==> run_1/gate_families.png <==
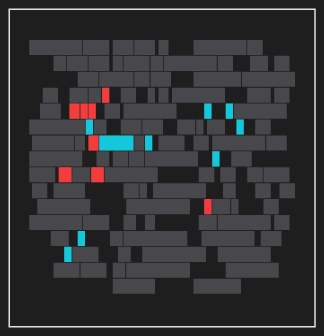
==> run_1/met1.png <==
Supply wires on this layer in grey.
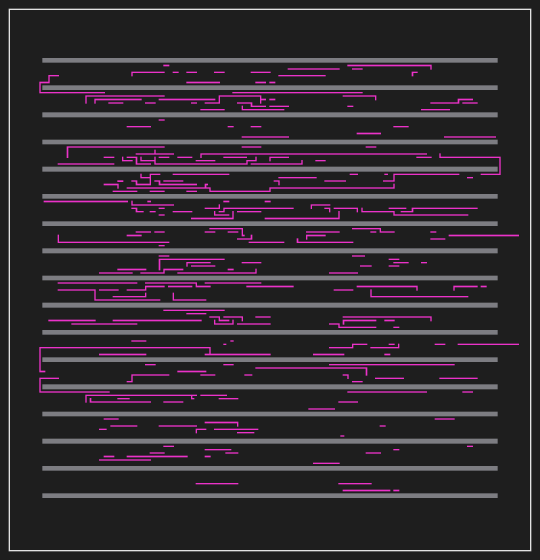
==> run_1/registers.png <==
Other sequential cells in the stronger grey, the rest of the logic in the fainter grey.
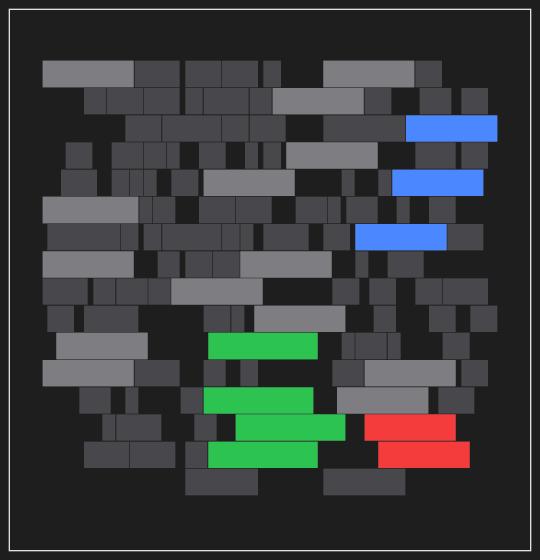
==> config.mk <==
export PLATFORM = sky130hd
export DESIGN_NAME = s_arbiter
export DESIGN_NICKNAME = d
export VERILOG_FILES = /design/src/rtl/s_arbiter_pkg.sv /design/src/rtl/s_arbiter_rq_fifo.sv /design/src/rtl/s_arbiter.sv
export SDC_FILE = /design/constraint.sdc
export NUM_CORES = 1
export LEC_CHECK = 0
export CORE_AREA = 3 3 49 51
export CTS_BUF_LIST = sky130_fd_sc_hd__clkbuf_2
export DETAILED_ROUTE_END_ITERATION = 10
export DIE_AREA = 0 0 52 54
export PLACE_DENSITY = 0.79
export SETUP_SLACK_MARGIN = 0.4
export SYNTH_ARGS = -nofsm -noshare
export SYNTH_HDL_FRONTEND = slang
export SYNTH_SLANG_ARGS = --single-unit
==> constraint.sdc <==
create_clock -name clk -period 2.4 [get_ports clk]
set_clock_uncertainty 0.2 [all_clocks]
set_input_delay 0.6 -clock clk [delete_from_list [all_inputs] [get_ports clk]]
set_output_delay 0.6 -clock clk [all_outputs]
set_load 0.1 [all_outputs]
==> src/rtl/s_arbiter_pkg.sv <==
`default_nettype none
// ============================================================================
// Module   : s_arbiter_pkg
// Purpose  : Shared definitions for the per-slave arbitration stage. The
//            tracker state encoding is the same one used by the per-master
//            request trackers, so both sides agree on what m_stat means.
// Contents : trk_state_t - tracker states NO_REQ/WAIT/W_ACK/W_DATA
//            arb_state_t - arbiter FSM states IDLE/REQ
//            CMD_READ / CMD_WRITE - command bit values
// Revision : 1.0 - initial release
// ============================================================================
package s_arbiter_pkg;

  typedef enum logic [1:0] {
    NO_REQ = 2'd0,
    WAIT   = 2'd1,
    W_ACK  = 2'd2,
    W_DATA = 2'd3
  } trk_state_t;

  typedef enum logic [0:0] {
    IDLE = 1'b0,
    REQ  = 1'b1
  } arb_state_t;

  localparam logic CMD_READ  = 1'b0;
  localparam logic CMD_WRITE = 1'b1;

endpackage
`default_nettype wire

==> src/rtl/s_arbiter_rq_fifo.sv <==
`default_nettype none
// ============================================================================
// Module   : s_arbiter_rq_fifo
// Purpose  : In-order queue of master IDs whose reads were accepted by the
//            slave; the head tells the arbiter which master the next read
//            beat belongs to.
// Ports    : clk, reset (async, active-low)
//            push, push_id  - enqueue an ID (ignored when full)
//            pop            - dequeue the head (ignored when empty)
//            head           - ID at the head of the queue
//            full, empty    - occupancy flags
// Revision : 1.0 - initial release
// ============================================================================
module s_arbiter_rq_fifo #(
  parameter int DEPTH = 4,   // power of two, >= 2
  parameter int W     = 1
) (
  input  logic         clk,
  input  logic         reset,
  input  logic         push,
  input  logic [W-1:0] push_id,
  input  logic         pop,
  output logic [W-1:0] head,
  output logic         full,
  output logic         empty
);

  localparam int AW = $clog2(DEPTH);

  logic [W-1:0]  mem [DEPTH];
  logic [AW-1:0] wr_ptr;
  logic [AW-1:0] rd_ptr;
  logic [AW:0]   count;
  logic          do_push;
  logic          do_pop;

  assign full    = (count == (AW+1)'(DEPTH));
  assign empty   = (count == '0);
  assign do_push = push && !full;
  assign do_pop  = pop && !empty;
  assign head    = mem[rd_ptr];

  // Pointers wrap naturally because DEPTH is a power of two.
  always_ff @(posedge clk or negedge reset) begin
    if (!reset) begin
      wr_ptr <= '0;
      rd_ptr <= '0;
      count  <= '0;
    end else begin
      if (do_push) wr_ptr <= wr_ptr + 1'b1;
      if (do_pop)  rd_ptr <= rd_ptr + 1'b1;
      case ({do_push, do_pop})
        2'b10:   count <= count + 1'b1;
        2'b01:   count <= count - 1'b1;
        default: count <= count;
      endcase
    end
  end

  // Storage needs no reset: entries are only read after being written.
  always_ff @(posedge clk) begin
    if (do_push) mem[wr_ptr] <= push_id;
  end

endmodule
`default_nettype wire

==> src/rtl/s_arbiter.sv <==
`default_nettype none
// ============================================================================
// Module   : s_arbiter
// Purpose  : Per-slave arbitration stage. Picks one waiting master whose
//            target slave matches SLAVE_ID, forwards its request to the
//            slave, returns req_sent/ack_out/data_read strobes to the
//            trackers and routes in-order read data through an ID queue.
// Config   : S_ARB_RR_EN defined   -> round-robin arbitration
//            S_ARB_RR_EN undefined -> fixed priority, lowest index wins
// Ports    : clk, reset (async, active-low)
//            m_stat[2*N_M]  tracker states, master i at [2i+1:2i]
//            m_slave[N_M]   target slave bit per master
//            m_cmd[N_M]     command per master (1 write, 0 read)
//            req_sent/ack_out/data_read[N_M]  one-hot one-cycle strobes
//            s_req, s_cmd, s_mid  request to the slave
//            s_ack, s_rvalid      slave accept / read data valid
//            rq_full              response queue full
// Revision : 1.0 - initial release
// ============================================================================
module s_arbiter
  import s_arbiter_pkg::*;
#(
  parameter int N_M      = 2,
  parameter int SLAVE_ID = 0,
  parameter int RQ_DEPTH = 4
) (
  input  logic                     clk,
  input  logic                     reset,
  input  logic [2*N_M-1:0]         m_stat,
  input  logic [N_M-1:0]           m_slave,
  input  logic [N_M-1:0]           m_cmd,
  output logic [N_M-1:0]           req_sent,
  output logic [N_M-1:0]           ack_out,
  output logic [N_M-1:0]           data_read,
  output logic                     s_req,
  output logic                     s_cmd,
  output logic [$clog2(N_M)-1:0]   s_mid,
  input  logic                     s_ack,
  input  logic                     s_rvalid,
  output logic                     rq_full
);

  localparam int MW = $clog2(N_M);

  arb_state_t     state, state_n;
  logic [N_M-1:0] wait_now;
  logic [N_M-1:0] seen_wait;
  logic [N_M-1:0] cand;
  logic [MW-1:0]  grant_id;
  logic [N_M-1:0] req_sent_n, ack_n, data_read_n;
  logic           s_req_n, s_cmd_n;
  logic [MW-1:0]  s_mid_n;
  logic           push, pop;
  logic [MW-1:0]  head;
  logic           empty;

  // A request is only eligible from its second WAIT cycle on, because the
  // tracker is still settling its slave field during the first one. Reads
  // are held back while the response queue cannot take another ID.
  always_comb begin
    wait_now = '0;
    cand     = '0;
    for (int i = 0; i < N_M; i++) begin
      wait_now[i] = (m_stat[2*i +: 2] == WAIT);
      cand[i]     = wait_now[i] && seen_wait[i] && (m_slave[i] == SLAVE_ID[0])
                    && !((m_cmd[i] == CMD_READ) && rq_full);
    end
  end

`ifdef S_ARB_RR_EN
  logic [MW-1:0] rr_ptr, rr_n;

  // Scan from the farthest offset down so the nearest candidate after
  // rr_ptr is the last (winning) assignment.
  always_comb begin
    int idx;
    idx      = 0;
    grant_id = '0;
    for (int k = N_M-1; k >= 0; k--) begin
      idx = int'(rr_ptr) + k;
      if (idx >= N_M) idx = idx - N_M;
      if (cand[idx]) grant_id = MW'(idx);
    end
  end

  always_comb begin
    rr_n = rr_ptr;
    if (state == REQ && s_ack)
      rr_n = (s_mid == MW'(N_M-1)) ? '0 : s_mid + 1'b1;
  end

  always_ff @(posedge clk or negedge reset) begin
    if (!reset) rr_ptr <= '0;
    else        rr_ptr <= rr_n;
  end
`else
  always_comb begin
    grant_id = '0;
    for (int i = N_M-1; i >= 0; i--) begin
      if (cand[i]) grant_id = MW'(i);
    end
  end
`endif

  // Next-state and registered-output logic.
  always_comb begin
    state_n     = state;
    req_sent_n  = '0;
    ack_n       = '0;
    data_read_n = '0;
    s_req_n     = s_req;
    s_cmd_n     = s_cmd;
    s_mid_n     = s_mid;
    push        = 1'b0;
    pop         = s_rvalid && !empty;

    case (state)
      IDLE: begin
        if (|cand) begin
          s_mid_n              = grant_id;
          s_cmd_n              = m_cmd[grant_id];
          req_sent_n[grant_id] = 1'b1;
          s_req_n              = 1'b1;
          state_n              = REQ;
        end
      end
      REQ: begin
        if (s_ack) begin
          s_req_n       = 1'b0;
          ack_n[s_mid]  = 1'b1;
          push          = (s_cmd == CMD_READ);
          state_n       = IDLE;
        end
      end
      default: state_n = IDLE;
    endcase

    if (pop) data_read_n[head] = 1'b1;
  end

  always_ff @(posedge clk or negedge reset) begin
    if (!reset) begin
      state     <= IDLE;
      seen_wait <= '0;
      req_sent  <= '0;
      ack_out   <= '0;
      data_read <= '0;
      s_req     <= 1'b0;
      s_cmd     <= 1'b0;
      s_mid     <= '0;
    end else begin
      state     <= state_n;
      seen_wait <= wait_now;
      req_sent  <= req_sent_n;
      ack_out   <= ack_n;
      data_read <= data_read_n;
      s_req     <= s_req_n;
      s_cmd     <= s_cmd_n;
      s_mid     <= s_mid_n;
    end
  end

  s_arbiter_rq_fifo #(
    .DEPTH (RQ_DEPTH),
    .W     (MW)
  ) u_rq_fifo (
    .clk     (clk),
    .reset   (reset),
    .push    (push),
    .push_id (s_mid),
    .pop     (pop),
    .head    (head),
    .full    (rq_full),
    .empty   (empty)
  );

endmodule
`default_nettype wire

==> run summary, run 1 <==
Quick summary of the implementation run below.

The run finished with clean final reports. Per the run summary, max-cap violations total 0. The OpenROAD report gives the critical path a required time of around 1600 ps. The net switching power of the design came out at approximately 0.85 mW.

The total number of H-tree levels is 1. The total buffers and inverters traversed by the critical path came out at 2. In the final layout, multi-input gates take up 30.2% of the cell area.

VDD sags by at most about 0.00085 V. The met3 layer usage reported by global route came out at around 2.8%. The cell sequence reported for the critical path is or3b_4, clkinv_8, buf_12. The final report gives the standard cell area, fillers excluded, as ~1400 um2. By count the netlist is led by 19 x sky130_fd_sc_hd__dfrtp_1, 8 x sky130_fd_sc_hd__inv_1, 5 x sky130_fd_sc_hd__and2_1, 5 x sky130_fd_sc_hd__ha_1, 5 x sky130_fd_sc_hd__nand2_1.

The gate-level netlist out of Yosys references 30 unique cell types. The final layout reports a setup TNS of 0 ps. The number of sequential cells reported for the layout is 23. The total number of cells along the worst setup path is 3. The critical hold path startpoint is u_rq_fifo.rd_ptr[1].

The tool warning count for the run is 32. Before placement the cells fill between 50% and 60% of the core. The post-route report lists met1 wire length as slightly below 800 um. After synthesis, the design contains around 83 cells according to Yosys. The first detailed-routing pass ran for 4 iterations. The cell type contributing the most total cell area after synthesis is sky130_fd_sc_hd__dfrtp_1. The flip-flop count of the largest register, all copies and words added is 4. Wire segments on met2 add up to about 930 um in the final route.

After its last routability iteration, the placer logged a weighted congestion of between 0.7 and 0.8. Counting the buffers created by CTS gives 3. According to the timing report, the critical path is captured at rq_full. The startpoint of the worst setup timing path is u_rq_fifo.count[1]. The combinational family with the most area after synthesis is simple AND/OR/NAND/NOR gates. The chip occupies roughly 2800 um2. Including well taps, the total number of placed cells is around 140. The depth of the most critical reg-to-reg path is 10. The clock sink count came out at 23. The area share of and-or/or-and cells after synthesis is about 6.3%.

The area share of the largest cell type after synthesis came out at ~45%. In the layout the commonest cells are 18 x sky130_fd_sc_hd__dfrtp_1, 18 x sky130_fd_sc_hd__buf_4, 10 x sky130_fd_sc_hd__clkdlybuf4s50_1. The share of the clock period used by the worst path came out at between 90% and 100%.

The non-clock buffering overhead in the final layout is approximately 20%. For this run the aggregate overflow at the end of global routing stands at 0. The final worst hold slack came out at 305 ps. The registers of the reported paths see a clock transition of approximately 200 ps. For the worst reg-to-reg path, the endpoint reported by OpenROAD is u_rq_fifo.count[2]. The time the worst path needs with I/O delays and setup came out at around 2200 ps.

The reported clock group power came out at between 0.15 and 0.2 mW. Max fanout on the critical path was recorded as 2. In the final layout, the fill cell count is around 140. The number of warnings reported in the yosys synthesis log came out at 0. The worst hold path cell count came out at 1. The post-cts hold-fix buffer tally came out at 0.

The clock insertion delay at the later pin of the skew report is 320 ps. The top layer used by detailed routing is met4. The sequential fraction of total cell area is between 40% and 50%. In the post-route report, total wirelength is listed as ~1.8 mm. Sorting the synthesis cell report by count puts at the top sky130_fd_sc_hd__dfrtp_1. The worst setup path is captured at an output pin.
About gate_families.png:
Cyan marks inverters, cells 9. Red marks NAND gates, cells 8.

About met1.png:
The layer carries 784 um of wire. The longest straight run is 22.5 um.

About registers.png:
Green marks u_rq_fifo.mem, flops 4, where bottom centre. Red marks data_read, flops 2. Blue marks u_rq_fifo.count, flops 3.
Another 14 sequential cells are not coloured.

==> run 1 -> run 2 <==
--- a/config.mk
+++ b/config.mk
@@ -5,6 +5,7 @@
 export SDC_FILE = /design/constraint.sdc
 export NUM_CORES = 1
 export LEC_CHECK = 0
+export ABC_AREA = 0
 export CORE_AREA = 3 3 49 51
 export CTS_BUF_LIST = sky130_fd_sc_hd__clkbuf_2
 export DETAILED_ROUTE_END_ITERATION = 10
==> run_2/gate_families.png <==
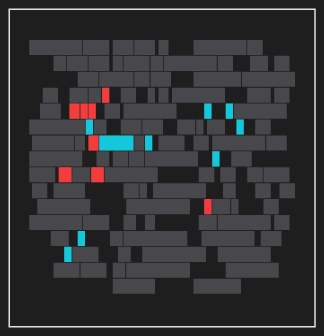
Cyan marks inverters, cells 9. Red marks NAND gates, cells 8.

==> run_2/pdn.png <==
Pins as bars on the die edge.
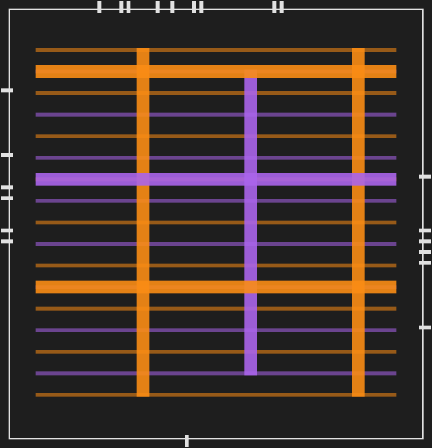
Orange marks VSS. Purple marks VDD.
17 met1 rails follow the rows. 22 signal pins sit on the boundary. 3 straps on met5. 3 straps on met4.

==> run 2 against run 1 <==
  * Fmax unchanged
  * Via count stayed put
  * Cell count unchanged
  * Combinational power is essentially flat
  * Sequential share of layout area stayed put
  * Global-route usage unchanged
  * Register-to-register slack about the same
  * Core utilization did not move
  * Routed wire length unchanged
  * Die area unchanged
  * Clock power about the same
  * First-iteration DRC count unchanged
  * Critical endpoint unchanged
==> run summary, run 2 <==
Quick summary of the implementation run below.

The post-route standard cell area excluding fillers is 1410 um2 (unchanged). The count of unique library cells instantiated by Yosys is 30 (unchanged). The sequential fraction of total cell area was 42.3% (unchanged). The net switching power of the design came to 0.852 mW (unchanged). The non-clock buffering overhead in the final layout came out at 20.4% (unchanged). The sum of overflow across all layers after global routing is 0 (unchanged). The worst hold path cell count is 1 (unchanged).

The endpoint of the most critical setup path is rq_full (unchanged). The total number of cells along the worst setup path is 3 (unchanged). The total number of H-tree levels came out at 1 (unchanged). The clock insertion delay at the later pin of the skew report came out at 320 ps (about the same). The total placed cells including tap cells is 136 (unchanged). The endpoint required time on the critical path is 1600 ps (about the same). The number of buffers created by CTS came out at 3 (unchanged). The flip-flop count of the largest register, all copies and words added came out at 4 (unchanged). The critical hold path startpoint is u_rq_fifo.rd_ptr[1] (unchanged). The cell type contributing the most total cell area after synthesis is sky130_fd_sc_hd__dfrtp_1 (unchanged).

The clock transition at the registers of the reported paths is 200 ps (about the same). The number of cells in Yosys stat came out at 83 (unchanged). The final wirelength came out at 1.82 mm (unchanged). The number of iterations in the first detailed-routing pass came out at 4 (unchanged). The clock sink count came to 23 (unchanged). The maximum net fanout on the critical path came to 2 (unchanged). The floorplan die area was 2810 um2 (unchanged). Status: finished clean (unchanged). The total buffers and inverters traversed by the critical path came out at 2 (unchanged).

The startpoint of the worst setup timing path is u_rq_fifo.count[1] (unchanged). The final sum of negative setup slack came to 0 ps (unchanged). The met3 layer usage reported by global route is 2.77% (unchanged). The filler cell count in the final layout is 138 (unchanged). The cell with the most instances after synthesis is sky130_fd_sc_hd__dfrtp_1 (unchanged).

List of cells traversed by the critical path: or3b_4, clkinv_8, buf_12 (unchanged). Leading cell types in the layout, fill and taps excluded: 18 x sky130_fd_sc_hd__dfrtp_1, 18 x sky130_fd_sc_hd__buf_4, 10 x sky130_fd_sc_hd__clkdlybuf4s50_1 (unchanged). The worst vdd rail ir drop came out at 0.000849 V (unchanged). The area share of and-or/or-and cells after synthesis is 6.31% (unchanged). The routed length on met1 is 783 um (unchanged).

The final worst hold slack came out at 305 ps (unchanged). The multi-input gate share of total cell area was 30.2% (unchanged).
Power figures rest on the tool's default switching activity, not on a simulated workload.
